### src/rtl/sum_serial_tx_pkg.sv
// Shared types and constants for the serial result transmitter.
// The parity feature is enabled by defining SUM_SERIAL_TX_PARITY_EN.
package sum_serial_tx_pkg;

  typedef enum logic [2:0] {
    StIdle,
    StStart,
    StData,
    StParity,
    StStop
  } state_e;

  localparam logic IDLE_LEVEL  = 1'b1;
  localparam logic START_LEVEL = 1'b0;

  // Serial bits per frame: start + data + optional parity + stop.
  function automatic int unsigned frame_bits(input int unsigned data_w, input bit parity_en);
    return data_w + 2 + (parity_en ? 1 : 0);
  endfunction

endpackage

### src/rtl/sum_serial_tx_bit_timer.sv
// Bit-period down-counter: bit_tick marks the last cycle of each serial bit.
// Holding clear reloads the counter so the next bit starts with a full period.
module bit_timer #(
  parameter int unsigned CLKS_PER_BIT = 4
) (
  input  logic clk,
  input  logic rst_n,
  input  logic clear,
  output logic bit_tick
);

  localparam int unsigned CntW = (CLKS_PER_BIT > 1) ? $clog2(CLKS_PER_BIT) : 1;
  localparam logic [CntW-1:0] CntMax = CntW'(CLKS_PER_BIT - 1);

  logic [CntW-1:0] cnt_q, cnt_d;

  always_comb begin
    cnt_d = cnt_q;
    if (clear || (cnt_q == '0)) begin
      cnt_d = CntMax;
    end else begin
      cnt_d = cnt_q - CntW'(1);
    end
  end

  always_ff @(posedge clk or negedge rst_n) begin
    if (!rst_n) begin
      cnt_q <= '0;
    end else begin
      cnt_q <= cnt_d;
    end
  end

  assign bit_tick = (cnt_q == '0);

endmodule

### src/rtl/sum_serial_tx.sv
// Serialises one adder result per handshake: start, data LSB-first, optional even parity, stop.
// Define SUM_SERIAL_TX_PARITY_EN to insert the parity bit.
module sum_serial_tx
  import sum_serial_tx_pkg::*;
#(
  parameter int unsigned DATA_W       = 4,
  parameter int unsigned CLKS_PER_BIT = 4
) (
  input  logic              clk,
  input  logic              rst_n,
  input  logic              in_valid,
  input  logic [DATA_W-1:0] in_data,
  output logic              in_ready,
  output logic              tx_out,
  output logic              busy,
  output logic              frame_done
);

  localparam int unsigned IdxW = (DATA_W > 1) ? $clog2(DATA_W) : 1;
  localparam logic [IdxW-1:0] IdxMax = IdxW'(DATA_W - 1);

  state_e            state_q, state_d;
  logic [IdxW-1:0]   idx_q, idx_d;
  logic [DATA_W-1:0] shift_q, shift_d;
  logic              bit_tick;

  // Timer is held in reload while idle so START always gets a full bit period.
  bit_timer #(
    .CLKS_PER_BIT(CLKS_PER_BIT)
  ) u_bit_timer (
    .clk     (clk),
    .rst_n   (rst_n),
    .clear   (state_q == StIdle),
    .bit_tick(bit_tick)
  );

`ifdef SUM_SERIAL_TX_PARITY_EN
  logic parity_q, parity_d;

  always_comb begin
    parity_d = parity_q;
    if ((state_q == StIdle) && in_valid) begin
      parity_d = ^in_data;
    end
  end

  always_ff @(posedge clk or negedge rst_n) begin
    if (!rst_n) begin
      parity_q <= 1'b0;
    end else begin
      parity_q <= parity_d;
    end
  end
`endif

  always_comb begin
    state_d = state_q;
    idx_d   = idx_q;
    shift_d = shift_q;
    unique case (state_q)
      StIdle: begin
        if (in_valid) begin
          state_d = StStart;
          shift_d = in_data;
          idx_d   = '0;
        end
      end
      StStart: begin
        if (bit_tick) state_d = StData;
      end
      StData: begin
        if (bit_tick) begin
          shift_d = shift_q >> 1;
          if (idx_q == IdxMax) begin
            idx_d = '0;
`ifdef SUM_SERIAL_TX_PARITY_EN
            state_d = StParity;
`else
            state_d = StStop;
`endif
          end else begin
            idx_d = idx_q + IdxW'(1);
          end
        end
      end
`ifdef SUM_SERIAL_TX_PARITY_EN
      StParity: begin
        if (bit_tick) state_d = StStop;
      end
`endif
      StStop: begin
        if (bit_tick) state_d = StIdle;
      end
      default: state_d = StIdle;
    endcase
  end

  always_ff @(posedge clk or negedge rst_n) begin
    if (!rst_n) begin
      state_q <= StIdle;
      idx_q   <= '0;
      shift_q <= '0;
    end else begin
      state_q <= state_d;
      idx_q   <= idx_d;
      shift_q <= shift_d;
    end
  end

  // Line level is decoded from registered state only, so reset drives it high at once.
  always_comb begin
    tx_out = IDLE_LEVEL;
    unique case (state_q)
      StStart:  tx_out = START_LEVEL;
      StData:   tx_out = shift_q[0];
`ifdef SUM_SERIAL_TX_PARITY_EN
      StParity: tx_out = parity_q;
`endif
      default:  tx_out = IDLE_LEVEL;
    endcase
  end

  assign in_ready   = (state_q == StIdle);
  assign busy       = (state_q != StIdle);
  assign frame_done = (state_q == StStop) && bit_tick;

endmodule
### config.mk
export PLATFORM = sky130hd
export DESIGN_NAME = sum_serial_tx
export DESIGN_NICKNAME = d
export VERILOG_FILES = /design/src/rtl/sum_serial_tx_pkg.sv /design/src/rtl/sum_serial_tx_bit_timer.sv /design/src/rtl/sum_serial_tx.sv
export SDC_FILE = /design/constraint.sdc
export NUM_CORES = 1
export LEC_CHECK = 0
export CORE_AREA = 2 2 40 42
export CTS_BUF_LIST = sky130_fd_sc_hd__clkbuf_4
export CTS_CLUSTER_DIAMETER = 80
export DETAILED_ROUTE_END_ITERATION = 8
export DIE_AREA = 0 0 42 44
export PLACE_DENSITY = 0.66
export SYNTH_ARGS = -nofsm -noshare
export SYNTH_HDL_FRONTEND = slang
export SYNTH_SLANG_ARGS = --single-unit
export TNS_END_PERCENT = 1
### constraint.sdc
create_clock -name clk -period 1.75 [get_ports clk]
set_input_delay 0.4375 -clock clk [delete_from_list [all_inputs] [get_ports clk]]
set_output_delay 0.4375 -clock clk [all_outputs]
set_load 0.02 [all_outputs]
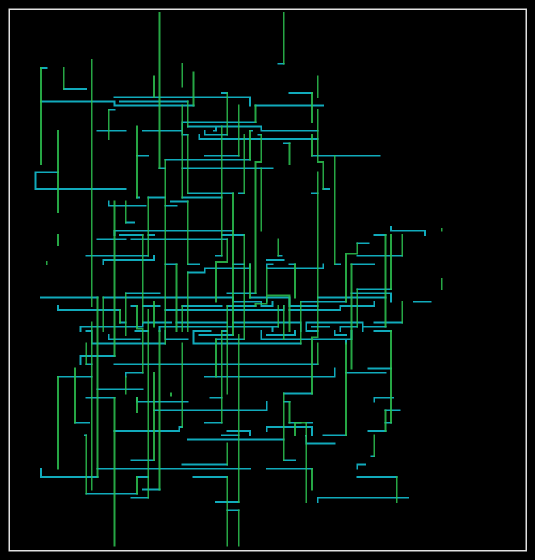
Figure 1: run 1, routed metal, one colour a layer.
Only two layers are drawn.
Key: met2 = green [wire length 512 µm]; met1 = cyan [wire length 512 µm]
via count: 465
detailed-route wire length per cell: 11.9 µm

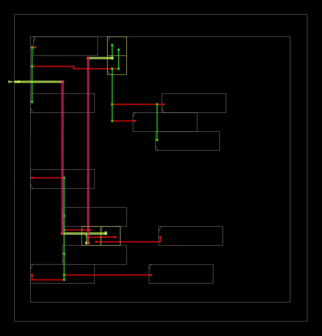
Figure 2: run 1, clock nets.
registers: 11
Clock Skew: 0.00138 ns
CTS buffer count: 3
Clk power: 191 µW

==> CHANGELOG.md, run 1 <==
## Flow update

- Worst Tran Pin Value: 0.478 ns
- P_comb: approximately 600 µW
- Signal buf overhead: 19.0%
- Crit Path Max Fanout: 3
- YS chip area: 603 µm²
- Most numerous logic cell after layout: dfrtp_1
- Overall power: 1210 µW
- Static Leak: 0.000361 µW
- Post-Syn Area: ~600 µm²
- Clock buf/inv share: 3.80%
- Fin util: between 50% and 60%
- MUX share of area: 15.1%
- RSZ-0062 raised after global routing: no
- Buffers and inverters on the worst path: 2
- Status: completed
- Top cells by area: dfrtp_1 46%, mux2_2 9.3%, ha_1 4.1%
- Worst slew margin: 68.0%
- Total track usage: 13.1%
- Switching Fraction: 36.2%
- Met1 WL: 511 µm
- CTS Hold Bufs: 0
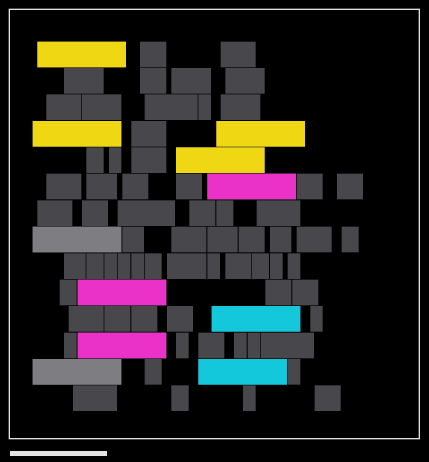
Figure 3: run 1, sequential cells coloured by netlist name.
Bar = 10 µm. Other sequential cells in the stronger grey, the rest of the logic in the fainter grey.
Key: u_bit_timer.cnt_q = cyan [placed flops 2]; shift_q = yellow [placed flops 4]; state_q = magenta [placed flops 3]

## Run 2: what changed since run 1
Settings changed: CORE_AREA 2 2 40 42 to 10 10 48 50, DIE_AREA 0 0 42 44 to 0 0 58 60.
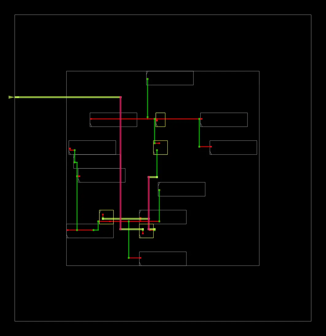
Figure 4: run 2, clock nets.
Clock Skew: 0.00350 ns
Num Clock Sinks: 11
Clk power: 175 µW
clkbuf count: 3
clock latency on the worst-skew pair: 0.27 ns

==> run 2 against run 1 <==
Compared with the run above:
- flip-flop count unchanged
- sequential power decreased by 2%
- non-clock buffer count is the same
- die area rose by 88%
- hold slack lost 0.049 ns
- clock-buffer cell count down 1
- first-iteration DRC count rose to 2.7 times the previous value
- routed wire length grew 5.5%
- clock power shrank 8%
- final area decreased by 1.3%
- largest power group unchanged
==> CHANGELOG.md, run 2 <==
## Flow update

- Status: completed
- Vias in the first global route: 450
- Static Leak: 0.000361 µW (+0.15%)
- Met1 WL: 488 µm (-4.5%)
- Detailed-route wire length per cell: 12.6 µm (+5.5%)
- CTS clk-pin slew, worst paths: 0.07 ns
- Most numerous logic cell after layout: dfrtp_1
- Post-Syn Area: 603 µm² (unchanged)
- Buffers and inverters on the worst path: 2 (unchanged)
- Worst setup SP type: flip-flop
- DRT iter0 DRCs: 19
- Top cells by area: dfrtp_1 46%, mux2_2 9.3%, ha_1 4.1%
- Hold_ws: approximately 0.44 ns
- Overall power: 1180 µW (-2.4%)
- MUX share of area: 15.1% (unchanged)
- Initial Util: 42.0%
- Cells after Synth: 59
- Yosys xor share: 0%
- Synth top area share: 45.6%
- Post-route setup slack: around 0.047 ns
- Total track usage: 7.68% (-5.4 points)
- RSZ-0062 raised after global routing: yes
- Worst slew margin: 66.3% (-1.7 points)
- Fin util: 54.3% (-1.4 points)
- FF+latch area: 275 µm²
- Worst-path cell chain: or3_1 -> inv_2 -> buf_2
- Switching Fraction: 36.8% (+0.66 points)
- CTS buffer count: 3 (unchanged)
- P_comb: 605 µW (-0.8%)
- Ys flops: 11
- Registers: 11 (unchanged)
- Gate power share: 51.4%
- CTS Hold Bufs: 0 (unchanged)
- Signal buf overhead: 19.3% (+0.24 points)
- Via count: 456 (-1.9%)
- Clock buf/inv share: 3.53% (-0.27 points)
- Cell variety after synth: 22
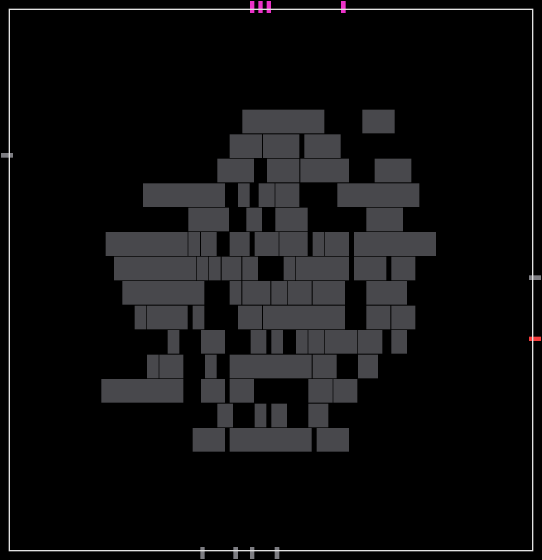
Figure 5: run 2, pin placement.
Pins as bars across the die edge, other pins in grey.
Key: frame_done = red [pins 1, direction output, edge east]; in_data = magenta [pins 4, direction input, edge north]

Power figures rest on the tool's default switching activity, not on a simulated workload.
